### Register map, names as in the netlist

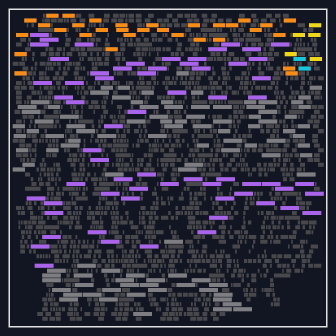
### Gate-type map

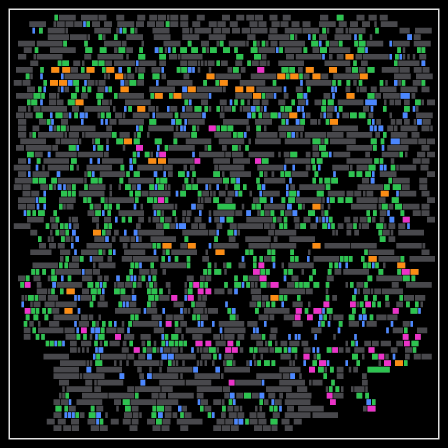
### Zoomed window

Window x 20 to 70, y 109 to 159 µm. Cells in gray, sequential cells in the stronger gray; small squares are vias.
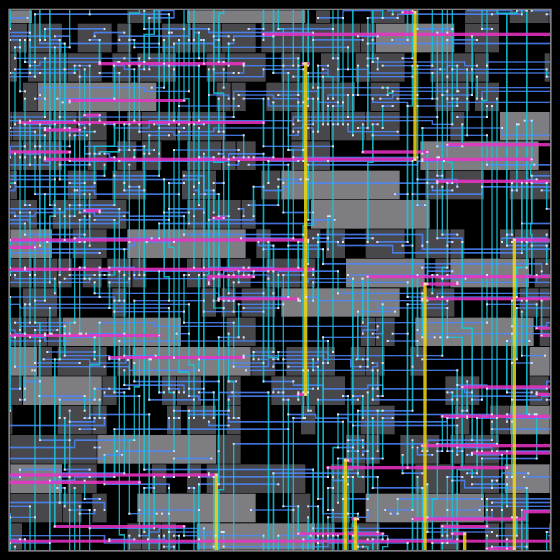
### PDN straps and rails

Pins as bars on the die edge.
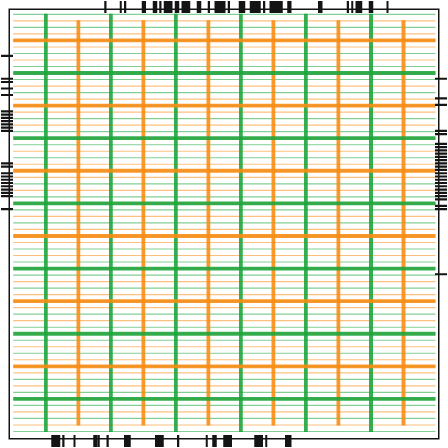
Design mult_div_unit, sky130hd; sources not shown.
==> Changelog: implementation <==
### Physical design

* Outcome: complete, but fails checks
* Violated checks: capacitance limit, slew limit
* MaxCap Viol Count at 6
* Power per standard cell area at 260 mW/mm²
* Fin Hold WS at around 450 ps
* Tool warnings at 27
* Post-synthesis xor/xnor area fraction at around 10%
* Highest-count cells in the layout ignoring fill and taps: a21oi_1, nor2_1, nand2_1
* Syn nets at around 2,000
* Inverters, non-clock at between 60 and 70
* Total clock buffers created by CTS at 30
* Compound-gate portion of the synthesized area at between 20% and 30%
* Worst supply voltage drop on vdd at 218 µV
* GR Util met2 at 48.3%
* Clock Sinks at around 200
* Share of cell area taken by muxes after synthesis at 2.90%
* Number of vias after detailed routing at about 15,000
* Area fraction in full adders, half adders and majority gates at under 10%
* Total wire length after detailed routing at approximately 50 mm
* Clock network contribution to total cell area at under 10%
* Pin slew with the least headroom to its limit at 2670 ps
* Final layout net count at between 2,000 and 2,500
* Top routing layer used: met4
* Final hold violations at 0
* Psw at approximately 1400 µW
* Fill cells at roughly 2,800
* Number of max-slew violations in the final report at ~300
* Post-CTS clock slew at the launch and capture registers of the worst setup and hold paths at roughly 60 ps
* Number of cells in the yosys synthesis report at about 1,900
* Latency at later pin at roughly 560 ps
* Nature of the critical path startpoint: flop
* Number of stages on the worst setup path at 14
* Arrival @ worst endpoint at roughly 4900 ps
* Sum Neg Setup Slack at 0 ps
* Netlist area before placement at 0.0156 mm²
* Overflow after GRT at 0
* Global route hottest layer: met2
* Seq pwr share at 38.4%
* Area occupied by multi-input gates at 0.00951 mm²
* Number of synthesized flops with an enable pin at between 100 and 150
* Drt initial violations at 1,575
* Grt met3 use at under 10%
* Synth Seq Share at between 30% and 40%
* Max H-tree Level at 1
* Area share, top type at roughly a quarter
* Layout Skew at 15.3 ps
* # setup viols final at 0
* Chip Area at roughly 0.032 mm²
* Most common library cells after synthesis: a21oi_1, nor2_1, nand2_1
* Clock tree from TritonCTS: yes
* Worst slew slack as a fraction of its limit at -77.9%
* Number of flip-flops in the largest register at 64
* Num tapcells at just under 400
* Number of distinct library cell variants in the gate-level netlist after synthesis at 74
* Buffer share of cell area at ~8.3%
* Final HPWL DP at 36.0 mm
* Initial antenna violation count at 0
* Fraction of the mapped netlist area in simple logic gates at between 10% and 20%
* Root buf cell: clkbuf_16
* Total Power Consumption at around 4700 µW
* Number of cells in the design after placement at 2,335
* Yosys top cell by instances: a21oi_1
* Share of layout cells above drive strength 1 at 4.51%
* Wirelength per Cell at roughly 21 µm
* Logic Gate Count at roughly 1,500
* Wire length of the first global-routing pass at 77.9 mm
* Power of the clock network at 1940 µW
* Starting utilization of the core area at about half
* Pin count of the biggest net entering global routing at 69
* Number of cells traversed by the worst hold path at 2
* Post-route worst setup slack at between 900 and 1000 ps
* Placed instance area at approximately 0.017 mm²
* Hold Path Class: flop to flop
* Met1 WL at roughly 22 mm
* Antenna diode count at 0
* Post-CTS Setup Bufs at 0
* Clock Buffer Count at about 40
* Maximum frequency from static timing analysis at about 220 MHz
* Worst Path Buf+Inv at 2
* Flops out of synthesis at between 200 and 250
* Met2 wire length at approximately 22 mm
* Die x size at 179 µm
* Most common reg cell: edfxtp_1
* Number of gates given a new drive strength after cts at 0
-- 'Register map, names as in the netlist' (at the start) --
r_state: shown in cyan, placed flops 2. r_acc: shown in purple, placed flops 64. r_cnt: shown in yellow, placed flops 5, where top right. lo: shown in orange, placed flops 32, where a band across the top.
Another 101 sequential cells are not colored.
total area of sequential cells: 0.00540 mm²
final core occ: 59.3%
fraction of standard cell area that is sequential: 29.7%
sequential-cell power consumption: 1820 µW

-- 'Gate-type map' (at the start) --
nor cells: shown in blue, cells 291, where widely spread. mux cells: shown in orange, cells 45. aoi and oai cells: shown in green, cells 566, where widely spread. non-inverting ao/oa cells: shown in magenta, cells 51.
number of standard cells in the final layout excluding fillers: 2,392
proportion of cell area occupied by multi-input gates: 52.3%
most frequent logic cell in the layout: a21oi_1

-- 'Zoomed window' (at the start) --
metal 4: shown in yellow. metal 3: shown in magenta. metal 2: shown in cyan. metal 1: shown in blue.
179 logic cells have their middle in the window. Sequential cells in the window: 17. Most frequent: nor2_1 (27), nand2_1 (19), o21ai_0 (15).

-- 'PDN straps and rails' (at the start) --
VDD: shown in orange. VSS: shown in green.
The core has 64 rows. 12 straps on met5. 65 met1 rails follow the rows. 12 straps on met4.
Core Region: 0.0307 mm²
height of the die: 179 µm

Power and IR drop assume default switching activity.
